--- config.mk ---
export PLATFORM = sky130hd
export DESIGN_NAME = mem_port_arbiter
export DESIGN_NICKNAME = d
export VERILOG_FILES = /design/src/rtl/mem_port_arbiter.sv
export SDC_FILE = /design/constraint.sdc
export NUM_CORES = 1
export LEC_CHECK = 0
export CORE_UTILIZATION = 41
export CTS_CLUSTER_SIZE = 40
export DETAILED_ROUTE_END_ITERATION = 10
export MAX_ROUTING_LAYER = met4
export PLACE_DENSITY = 0.85
export SKIP_LAST_GASP = 1
export SYNTH_ARGS = -nofsm -noshare
export SYNTH_HDL_FRONTEND = slang
export SYNTH_SLANG_ARGS = --single-unit
--- constraint.sdc ---
create_clock -name clk -period 1.8 [get_ports clk]
set_clock_uncertainty 0.15 [all_clocks]
set_input_delay 0.27 -clock clk [delete_from_list [all_inputs] [get_ports clk]]
set_output_delay 0.27 -clock clk [all_outputs]
set_load 0.005 [all_outputs]
--- src/rtl/mem_port_arbiter.sv ---
// mem_port_arbiter: fetch/data front end for a single-port SRAM with a
// one-cycle registered read.
//
// Ports:
//   clk, rst                     clock, synchronous active-high reset
//   i_if_req/i_if_addr           fetch request (read only)
//   o_if_ack/o_if_rdata          fetch completion pulse and held word
//   i_dm_req/i_dm_we/i_dm_addr   data request, direction, address
//   i_dm_wdata                   data write word
//   o_dm_ack/o_dm_rdata          data completion pulse and held read word
//   o_sram_ce/we/addr/data       SRAM command
//   i_sram_data                  SRAM read word
//
// Build option: define MEM_ARB_RR_EN for round-robin arbitration on
// simultaneous requests; otherwise the data port has fixed priority.

module mem_port_arbiter #(
  parameter int ADDR_WIDTH = 12,
  parameter int WORD_WIDTH = 16
) (
  input  logic                  clk,
  input  logic                  rst,
  input  logic                  i_if_req,
  input  logic [ADDR_WIDTH-1:0] i_if_addr,
  output logic                  o_if_ack,
  output logic [WORD_WIDTH-1:0] o_if_rdata,
  input  logic                  i_dm_req,
  input  logic                  i_dm_we,
  input  logic [ADDR_WIDTH-1:0] i_dm_addr,
  input  logic [WORD_WIDTH-1:0] i_dm_wdata,
  output logic                  o_dm_ack,
  output logic [WORD_WIDTH-1:0] o_dm_rdata,
  output logic                  o_sram_ce,
  output logic                  o_sram_we,
  output logic [ADDR_WIDTH-1:0] o_sram_addr,
  output logic [WORD_WIDTH-1:0] o_sram_data,
  input  logic [WORD_WIDTH-1:0] i_sram_data
);

  typedef enum logic [1:0] {
    IDLE,
    ACCESS,
    CAPTURE,
    RESP
  } state_t;

  state_t                state;
  logic                  cmd_we;
  logic                  cmd_dm;
  logic [ADDR_WIDTH-1:0] cmd_addr;
  logic [WORD_WIDTH-1:0] cmd_wdata;
  logic                  ce_q;
  logic                  we_q;
  logic                  any_req;
  logic                  grant_dm;

  assign any_req = i_if_req | i_dm_req;

`ifdef MEM_ARB_RR_EN
  // 1 = data port was granted last; reset favours data on first tie
  logic last_dm;

  assign grant_dm = i_dm_req & (~i_if_req | ~last_dm);
`else
  assign grant_dm = i_dm_req;
`endif

  // Reset must kill an in-flight write in the very cycle it is raised,
  // so enables are gated combinationally on top of the registers.
  assign o_sram_ce   = ce_q & ~rst;
  assign o_sram_we   = we_q & ~rst;
  assign o_sram_addr = cmd_addr;
  assign o_sram_data = cmd_wdata;

  always_ff @(posedge clk) begin
    if (rst) begin
      state      <= IDLE;
      cmd_we     <= 1'b0;
      cmd_dm     <= 1'b0;
      cmd_addr   <= '0;
      cmd_wdata  <= '0;
      ce_q       <= 1'b0;
      we_q       <= 1'b0;
      o_if_ack   <= 1'b0;
      o_dm_ack   <= 1'b0;
      o_if_rdata <= '0;
      o_dm_rdata <= '0;
`ifdef MEM_ARB_RR_EN
      last_dm    <= 1'b0;
`endif
    end else begin
      o_if_ack <= 1'b0;
      o_dm_ack <= 1'b0;
      unique case (state)
        IDLE: begin
          if (any_req) begin
            cmd_dm <= grant_dm;
            cmd_we <= grant_dm & i_dm_we;
            we_q   <= grant_dm & i_dm_we;
            ce_q   <= 1'b1;
            state  <= ACCESS;
            if (grant_dm) begin
              cmd_addr  <= i_dm_addr;
              cmd_wdata <= i_dm_wdata;
            end else begin
              cmd_addr  <= i_if_addr;
            end
`ifdef MEM_ARB_RR_EN
            last_dm <= grant_dm;
`endif
          end
        end
        ACCESS: begin
          we_q <= 1'b0;
          if (cmd_we) begin
            ce_q     <= 1'b0;
            o_dm_ack <= 1'b1;
            state    <= RESP;
          end else begin
            // keep ce high so the SRAM drives its output next cycle
            state <= CAPTURE;
          end
        end
        CAPTURE: begin
          ce_q  <= 1'b0;
          state <= RESP;
          if (cmd_dm) begin
            o_dm_rdata <= i_sram_data;
            o_dm_ack   <= 1'b1;
          end else begin
            o_if_rdata <= i_sram_data;
            o_if_ack   <= 1'b1;
          end
        end
        RESP: begin
          state <= IDLE;
        end
        default: begin
          state <= IDLE;
        end
      endcase
    end
  end

endmodule

==> images/m1.png <==
Cells faint in the background.
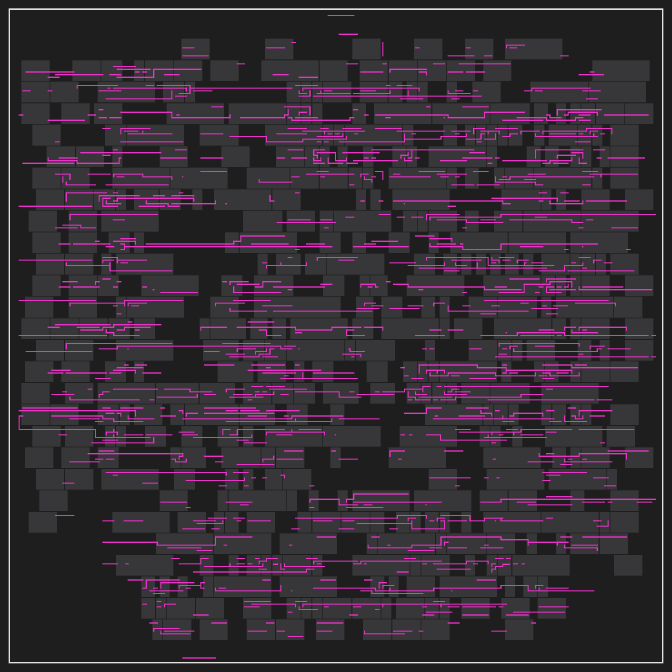
- nets with wire on the layer: 426
- share of all routed wire: 42%
- wire length on this layer: 2,850 um
- longest straight run: 26.2 um
routed wire length: 6790 um
met1 demand-to-capacity share in global routing: 21.8%
via total after detailed routing: 2,549

==> images/m2.png <==
Bar = 20 um.
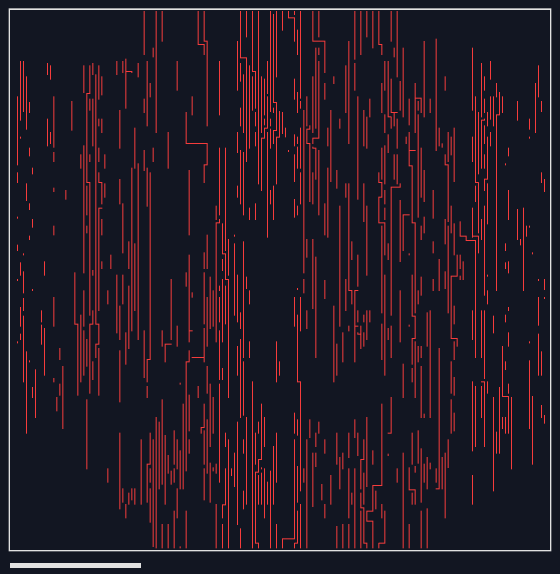
- wire length on this layer: 3,410 um
- share of all routed wire: 50%
- nets with wire on the layer: 426
- main direction: vertical
met2 usage: 36.6%

==> images/m3.png <==
Bar = 20 um.
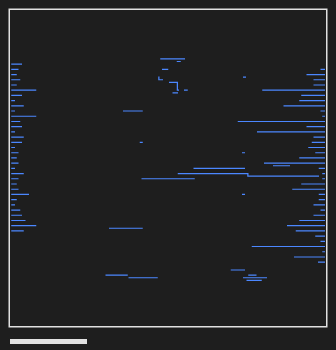
- longest straight run: 22.5 um
- wire length on this layer: 412 um
met3 Track Usage GR: 4.07%

==> images/clock_nets.png <==
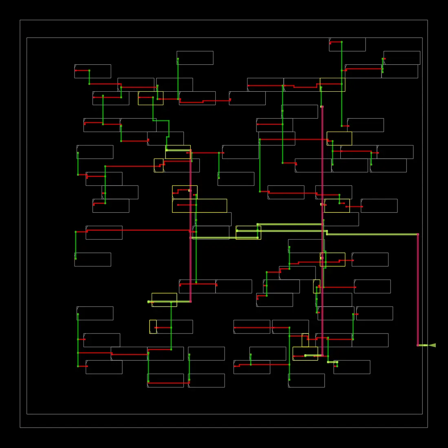
Power Clock: 1180 uW
Late-Pin Clk Latency: 0.33 ns
number of sinks driven by the clock tree: 68
sequential cell count of the final layout: 68

==> run notes <==
Summary of implementation figures.

Outcome
The flow ran to the end, and the final reports show no timing, DRC or antenna violations.

Drt
The number of DRC markers in iteration 0 is 103. The detail-routed net length per standard cell is 13.1 um. Wire segments on met2 add up to 3410 um in the final route.

Detailed routing placed a total of 411 um of wire on met3. The first-pass iteration count of the detailed router is 4. The highest routed metal layer is met4.

Clock network
The count of cells resized by post-cts repair is 1. The number of buffers added to fix hold violations after cts is 0. Counting the buffers created by CTS gives 9.

Final layout
The repair_antennas step left the layout with diodes totalling 0. The combined area of the multi-input logic cells is 1160 um2. The buffering overhead is 32.6%. The post-route netlist has 8.37% of its cells at a drive strength greater than 1. The flip-flop and latch share of the layout cell area is 32.6%. The sequential cells in the finished layout cover a total of 1360 um2.

By area, the class that comes first in the final layout consists of sequential cells. The post-synthesis to final-layout area growth is 57.1%. The count of placed standard cells in the final layout, fillers left out is 517. The final layout report lists a non-clock buffer count of 139. The logic share of the area is 27.9%. The post-route standard cell area excluding fillers is 4170 um2.

Worst setup path
The top cell family by delay on the critical path is buffers and inverters. The biggest cell delay along the critical path is 0.53 ns. Counting buffers and inverters, the worst setup path is 2 cells deep. The worst-case reg-to-reg path depth is 6. The worst path required time is 1.38 ns. The highest fanout seen on the critical path is 2.

Data arrives at the worst endpoint at 1.30 ns.

Synthesis
The async set-reset flop share out of synthesis is 0%. The synthesized netlist contains 27 unique library cells. Of the post-synthesis cell area, the dominant cell type holds 51.3%. The post-synth tally of flip-flops with integrated enable is 0. The largest total area in the synthesized netlist belongs to dfxtp_1. The cell-mix breakdown from Yosys lists the XOR/XNOR area share as 0%. The net count entering floorplan is 376.

After synthesis, the cell types taking the most area are dfxtp_1, nand2_1, a21oi_1. After Yosys synthesis, and, or, nand and nor cells account for 19.7% of the synthesized area. The average footprint of a synthesized cell is 8.59 um2.

The cell count in the Yosys report is 309. Yosys printed 0 warnings.

Final timing
Per the finish-stage timing summary, setup violations number 0. Setup slack on the critical path of the routed design comes to 0.0760 ns. Setup repair after global routing left no endpoint under its margin. The final number of max-transition violations is 0. The highest clock frequency the design can meet is 580 MHz. The final hold violation count recorded for this run is 0.

Min path
The startpoint of the most critical hold path is rst. In the hold report, the worst path ends at ce_q. The cell depth of the worst min-delay path is 3. The worst min-delay path category is input pin to register.

Placed design
The placement-stage worst setup slack is -0.145 ns. The instance area after placement is 3970 um2. The placement report lists the number of port buffers as 124.

Run
The stage logs contain a warning count of 31. The max-capacitance violation count is 0.

Global routing
Entering global routing, the biggest net connects 41 pins. In this run the most used layer during global routing was met2. The first global-routing pass estimated 10,300 um of wire. The total overflow left after global routing is 0. The via count of the first global-routing pass was 2,385.

The number of antenna violations at the first check in global routing is 0.

Pwr
The flow reported a cell area power density of 1210 nW/um2. Summed over all nets, the switching power comes to 1530 uW. The sequential cell fraction of total power is 38.7%. Per report_power, the Sequential row totals 1950 uW.

The internal power component is 3510 uW. The switching portion of total power comes to 30.4%.

Floorplan
The initial utilization of the core area, before any placement, comes to 43.6%. For this design the top-level I/O count stands at 125. The tap cell instance count is 75. From left edge to right edge, the die measures 82.5 um. The cell row count is 28.
Power and IR drop assume default switching activity.
